## src/rtl/cpu_pkg.sv

```systemverilog
// Shared definitions for the instruction fetch unit: state encoding,
// opcode length classes and the default halt opcode.
package cpu_pkg;

  localparam int PC_W   = 9;
  localparam int BYTE_W = 8;

  localparam logic [BYTE_W-1:0] HALT_OPCODE_DEF = 8'hFF;

  typedef enum logic [2:0] {
    ST_IDLE  = 3'd0,
    ST_LOAD  = 3'd1,
    ST_ADDR  = 3'd2,
    ST_DATA  = 3'd3,
    ST_ISSUE = 3'd4,
    ST_HALT  = 3'd5
  } fetch_state_t;

  // Length class is carried in opcode[7:6].
  typedef enum logic [1:0] {
    LCLS_ONE   = 2'b00,
    LCLS_TWO   = 2'b01,
    LCLS_THREE = 2'b10,
    LCLS_WIDE  = 2'b11
  } len_class_t;

  function automatic logic [1:0] class_len(input len_class_t cls);
    logic [1:0] len;
    case (cls)
      LCLS_ONE: len = 2'd1;
      LCLS_TWO: len = 2'd2;
      default:  len = 2'd3;
    endcase
    return len;
  endfunction

endpackage

```

## src/rtl/instr_fetch_ilen_dec.sv

```systemverilog
// Combinational instruction length decoder: maps an opcode to 1, 2 or 3 bytes.
module ilen_dec
  import cpu_pkg::*;
(
  input  logic [BYTE_W-1:0] opcode,
  output logic [1:0]        len
);

  always_comb begin
    len = class_len(len_class_t'(opcode[7:6]));
  end

endmodule

```

## src/rtl/instr_fetch.sv

```systemverilog
// Instruction fetch unit: optional boot-time program load into program RAM,
// then an address / data / issue fetch loop with branch redirect and halt.
module instr_fetch
  import cpu_pkg::*;
#(
  parameter logic [PC_W-1:0]   RESET_PC    = 9'h000,
  parameter logic [BYTE_W-1:0] HALT_OPCODE = HALT_OPCODE_DEF,
  parameter bit                BOOT_LOAD   = 1'b1
) (
  input  logic              clk,
  input  logic              rst,
  input  logic              load_mode,
  input  logic              load_valid,
  input  logic [BYTE_W-1:0] load_data,
  input  logic              load_done,
  output logic              load_ready,
  output logic              pram_wre,
  output logic [PC_W-1:0]   pram_addr,
  output logic [BYTE_W-1:0] pram_din,
  input  logic [BYTE_W-1:0] pram_dout0,
  input  logic [BYTE_W-1:0] pram_dout1,
  input  logic [BYTE_W-1:0] pram_dout2,
  input  logic              br_valid,
  input  logic [PC_W-1:0]   br_target,
  output logic              ins_valid,
  input  logic              ins_ready,
  output logic [BYTE_W-1:0] ins_opcode,
  output logic [BYTE_W-1:0] ins_op1,
  output logic [BYTE_W-1:0] ins_op2,
  output logic [1:0]        ins_len,
  output logic [PC_W-1:0]   ins_pc,
  output logic              halted
);

  fetch_state_t    state;
  fetch_state_t    state_nxt;
  logic [PC_W-1:0] pc;
  logic [PC_W-1:0] load_ptr;
  logic [1:0]      dec_len;
  logic            hs;
  logic            br_take;

  ilen_dec u_ilen_dec (
    .opcode (pram_dout0),
    .len    (dec_len)
  );

  assign hs      = ins_valid && ins_ready;
  // Redirects only matter while the fetch loop is running.
  assign br_take = br_valid &&
                   ((state == ST_ADDR) || (state == ST_DATA) || (state == ST_ISSUE));

  always_ff @(posedge clk) begin
    if (rst) begin
      state <= ST_IDLE;
    end else begin
      state <= state_nxt;
    end
  end

  always_comb begin
    state_nxt = state;
    case (state)
      ST_IDLE:  state_nxt = (BOOT_LOAD && load_mode) ? ST_LOAD : ST_ADDR;
      ST_LOAD:  if (load_done) state_nxt = ST_ADDR;
      ST_ADDR:  state_nxt = br_take ? ST_ADDR : ST_DATA;
      ST_DATA:  state_nxt = br_take ? ST_ADDR : ST_ISSUE;
      ST_ISSUE: begin
        if (br_take) begin
          state_nxt = ST_ADDR;
        end else if (hs) begin
          state_nxt = (ins_opcode == HALT_OPCODE) ? ST_HALT : ST_ADDR;
        end
      end
      ST_HALT:  state_nxt = ST_HALT;
      default:  state_nxt = ST_IDLE;
    endcase
  end

  always_comb begin
    load_ready = 1'b0;
    pram_wre   = 1'b0;
    pram_addr  = '0;
    pram_din   = '0;
    halted     = 1'b0;
    case (state)
      ST_LOAD: begin
        load_ready = 1'b1;
        if (load_valid) begin
          pram_wre  = 1'b1;
          pram_addr = load_ptr;
          pram_din  = load_data;
        end
      end
      ST_ADDR: pram_addr = pc;
      ST_HALT: halted    = 1'b1;
      default: ;
    endcase
  end

  always_ff @(posedge clk) begin
    if (rst) begin
      pc         <= RESET_PC;
      load_ptr   <= '0;
      ins_valid  <= 1'b0;
      ins_opcode <= '0;
      ins_op1    <= '0;
      ins_op2    <= '0;
      ins_len    <= '0;
      ins_pc     <= '0;
    end else begin
      if ((state == ST_LOAD) && load_valid) begin
        load_ptr <= load_ptr + 9'd1;
      end
      case (state)
        ST_IDLE: pc <= RESET_PC;
        ST_LOAD: if (load_done) pc <= RESET_PC;
        // RAM bytes for pc arrive this cycle; unused operand bytes are kept too.
        ST_DATA: begin
          if (!br_take) begin
            ins_opcode <= pram_dout0;
            ins_op1    <= pram_dout1;
            ins_op2    <= pram_dout2;
            ins_len    <= dec_len;
            ins_pc     <= pc;
            ins_valid  <= 1'b1;
          end
        end
        ST_ISSUE: begin
          if (hs) begin
            ins_valid <= 1'b0;
            pc        <= pc + {7'd0, ins_len};
          end
        end
        default: ;
      endcase
      // A redirect overrides the sequential pc even when the handshake completes.
      if (br_take) begin
        pc        <= br_target;
        ins_valid <= 1'b0;
      end
    end
  end

endmodule

```

## config.mk

```make
export PLATFORM = sky130hd
export DESIGN_NAME = instr_fetch
export DESIGN_NICKNAME = d
export VERILOG_FILES = /design/src/rtl/cpu_pkg.sv /design/src/rtl/instr_fetch_ilen_dec.sv /design/src/rtl/instr_fetch.sv
export SDC_FILE = /design/constraint.sdc
export NUM_CORES = 1
export LEC_CHECK = 0
export ABC_AREA = 1
export CAP_MARGIN = 20
export CORE_MARGIN = 4
export CORE_UTILIZATION = 45
export DETAILED_ROUTE_END_ITERATION = 6
export PLACE_DENSITY = 0.81
export SLEW_MARGIN = 10
export SYNTH_ARGS = -nofsm -noshare
export SYNTH_HDL_FRONTEND = slang
export SYNTH_SLANG_ARGS = --single-unit
```

## constraint.sdc

```tcl
create_clock -name clk -period 2.44 [get_ports clk]
set_input_delay 0.61 -clock clk [delete_from_list [all_inputs] [get_ports clk]]
set_output_delay 0.61 -clock clk [all_outputs]
set_load 0.02 [all_outputs]
```

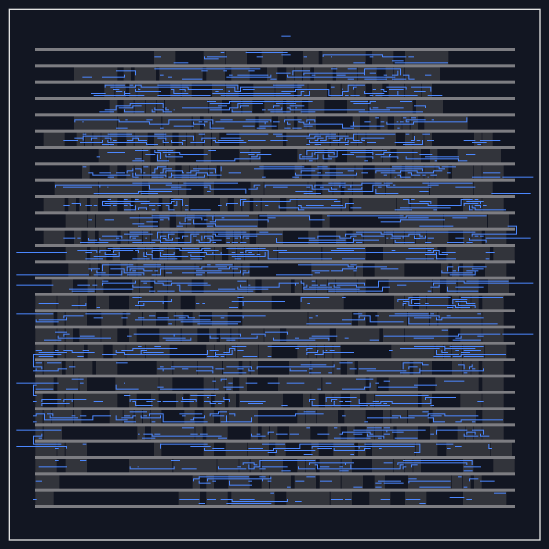
Fig. 1. M1 wires (run 1).
(6 px per um) Supply wires on this layer in gray. Cells faint in the background.
share of all routed wire	42%
longest straight run	28.1 um

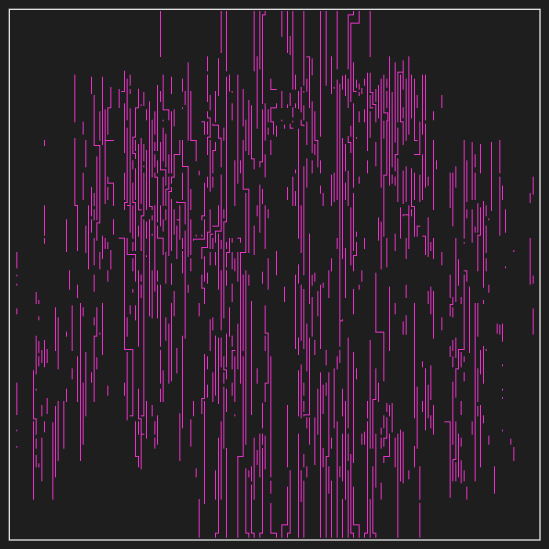
Fig. 2. Signal wires on met2 (run 1).
(6 px per um)
main direction	vertical
share of all routed wire	48%
longest straight run	43.7 um
wire length on this layer	3910 um

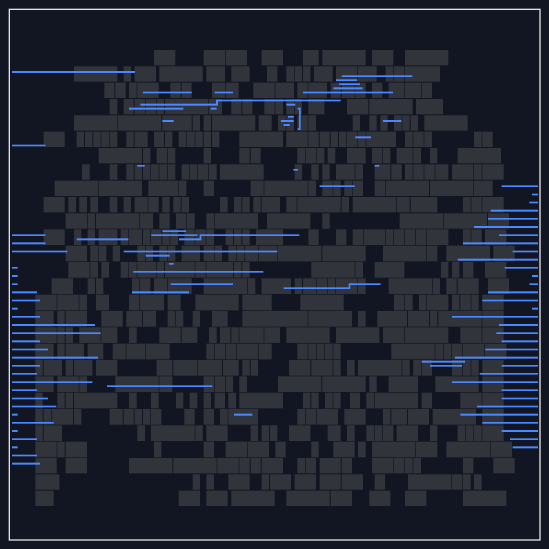
Fig. 3. M3 wires (run 1).
(6 px per um) Cells faint in the background.
share of all routed wire	8.3%
main direction	horizontal
wire length on this layer	677 um

==> ci_impl_report.md, run 1 <==
### Flow metrics

| Metric | Value |
|---|---|
| Nets | 585 |
| Antenna viol nets, final | 0 |
| Worst-path maximum fanout | 9 |
| Final hold violation count | 0 |
| Worst R2R End | pc[4] |
| Via count | 3068 |
| DRC Markers | 0 |
| Comb pwr | 0.000579 W |
| Distinct cell type count after synthesis | 32 |
| Psw | 0.000709 W |
| Initial DRC Count | 155 |
| Top cells by count | nand2_1, nor2_1, dfxtp_1 |
| Number of cells in the yosys synthesis report | 420 |
| Max-slew violations | 0 |
| Sw Ratio | 29.2% |
| Clock buf/inv share | 4.10% |
| MaxCap Viol Count | 0 |
| Synth Area in XOR/XNOR | 1.21% |
| Worst R2R Start | ins_len[0] |
| M3 GR Usage | 5.08% |
| Worst hold endpoint | ins_op2[1] |
| Top pwr grp | sequential cells |
| Post-DP HPWL | 6.15 mm |
| First-pass GRT wire length | 13.5 mm |
| Logic area | 1490 sq um |
| M1 WL | 3.46 mm |
| Minimum clock period | 2.29 ns |
| Slowest CP cell | dfxtp_1 |
| Non-CTS buffers | 118 |
| Vias in the first global route | 2974 |
| Wirelength per Cell | 13.4 um |
| CTS root buf | clkbuf_8 |
| GRT Overall Usage | 22.1% |
| Flop pwr share | 42.7% |
| Post-CTS Hold Buffers | 0 |
| P&R area growth vs syn | 44.3% |
| Post-DP Area | 4030 sq um |
| FF-to-FF setup slack | 0.73 ns |
| Post-Syn Nets | 472 |
| Outcome | finished clean |
| Yosys warns | 0 |
| GR peak layer | met2 |
| CTS buffer count | 9 |
| Setup CP Type | register to output pin |
==> run 1 -> run 2 <==
- CAP_MARGIN: 20 -> default
- clock period: 2.44 -> 2.6 ns (I/O delays scaled with it)
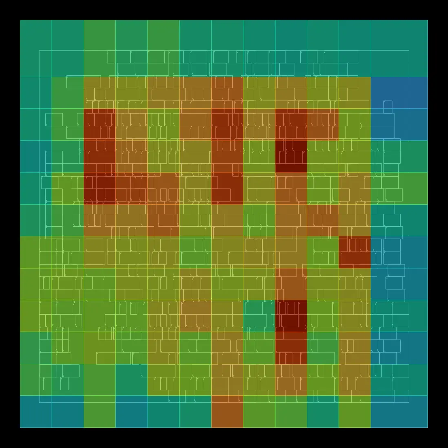
Fig. 4. Track usage over the die (run 2).
Wirelength per Cell: 13.3 um
GR peak layer: met2
M2 GR Usage: 36.0%
Util after Layout: 67.9%
GRT Overall Usage: 21.4%

==> run 2 against run 1 <==
Net effect:
- worst hold slack improved by 0.00079 ns
- highest routed layer unchanged
- power decreased by 4.6%
- largest power group unchanged
- global-route usage is 0.78 points lower
- utilization shrank 0.62 points
- clock power increased by 1%
- synthesized area stayed put
- non-clock buffer count down 6
- flip-flop count did not move
==> ci_impl_report.md, run 2 <==
### Flow metrics

| Metric | Value |
|---|---|
| Setup Skew | 0.00554 ns |
| M1 WL | 3.51 mm |
| Setup CP Type | input port to output pin |
| Antenna viol nets, final | 0 |
| Minimum clock period | 2.56 ns |
| M3 GR Usage | 4.61% |
| Top Layout Cells | nand2_1, clkdlybuf4s50_1, nor2_1 |
| Top pwr grp | sequential cells |
| Distinct cell type count after synthesis | 32 |
| FF-to-FF setup slack | 0.89 ns |
| Average footprint of a synthesized cell | 6.89 sq um |
| Sw Ratio | 29.4% |
| # rows | 28 |
| Post-DP HPWL | 6.07 mm |
| Post-CTS Hold Buffers | 0 |
| Most used logic cell in the final layout | nand2_1 |
| Met1 Use GR | 26.6% |
| P&R area growth vs syn | 43.0% |
| Vias in the first global route | 2880 |
| Comb pwr | 0.000520 W |
| Clock buf count | 12 |
| Synth Area in XOR/XNOR | 1.21% |
| Worst-path maximum fanout | 8 |
| Flop pwr share | 42.1% |
| MaxCap Viol Count | 0 |
| Post-DP Area | 3980 sq um |
| Top-area cell type share of the netlist area | 39.4% |
| Hold Crit Class | register to register |
| Nets | 579 |
| CTS buffer count | 9 |
| Outcome | finished clean |
| Logic area | 1500 sq um |
| Final hold violation count | 0 |
| Clock buf/inv share | 4.72% |
| CTS root buf | clkbuf_8 |
| Max-slew violations | 0 |
| Final WL | 8.08 mm |
| Non-CTS buffers | 112 |
| First-pass GRT wire length | 13.1 mm |
| Worst R2R End | pc[4] |
| Slowest CP cell | clkdlybuf4s50_1 |
| Worst path buffer plus inverter count | 3 |
| Worst hold endpoint | ins_op1[5] |
| Worst R2R Start | ins_len[0] |
| Die Wd | 88.2 um |
| Psw | 0.000680 W |
| Share of layout cells above drive strength 1 | 11.7% |
| Buffer share of cell area | 25.5% |
| CP Launch Type | input port |
| Setup repair bufs after CTS | 0 |
| Final weighted congestion in routability-driven placement | 0.904 |
| Top cells by area | dfxtp_1, nand2_1, nor2_1 |
| OpenROAD warning count | 26 |
| Yosys warns | 0 |
| Synth flops | 57 |
| Post-Syn Nets | 472 |
| Number of cells in the yosys synthesis report | 420 |
| Top cells by count | nand2_1, nor2_1, dfxtp_1 |
| DRC Markers | 0 |
| Number of H-tree levels | 3 |
| Via count | 3051 |
| Dominant register cell | dfxtp_1 |
| Initial DRC Count | 122 |
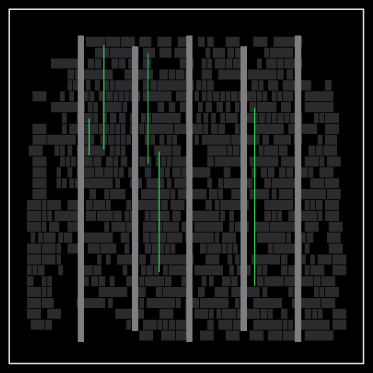
Fig. 5. Metal 4 (run 2).
(4 px per um) Supply wires on this layer in gray. Cells faint in the background.
share of all routed wire	1.7%
main direction	vertical
nets with wire on the layer	3

No activity file was given, so power comes from the tool's default toggle rates.
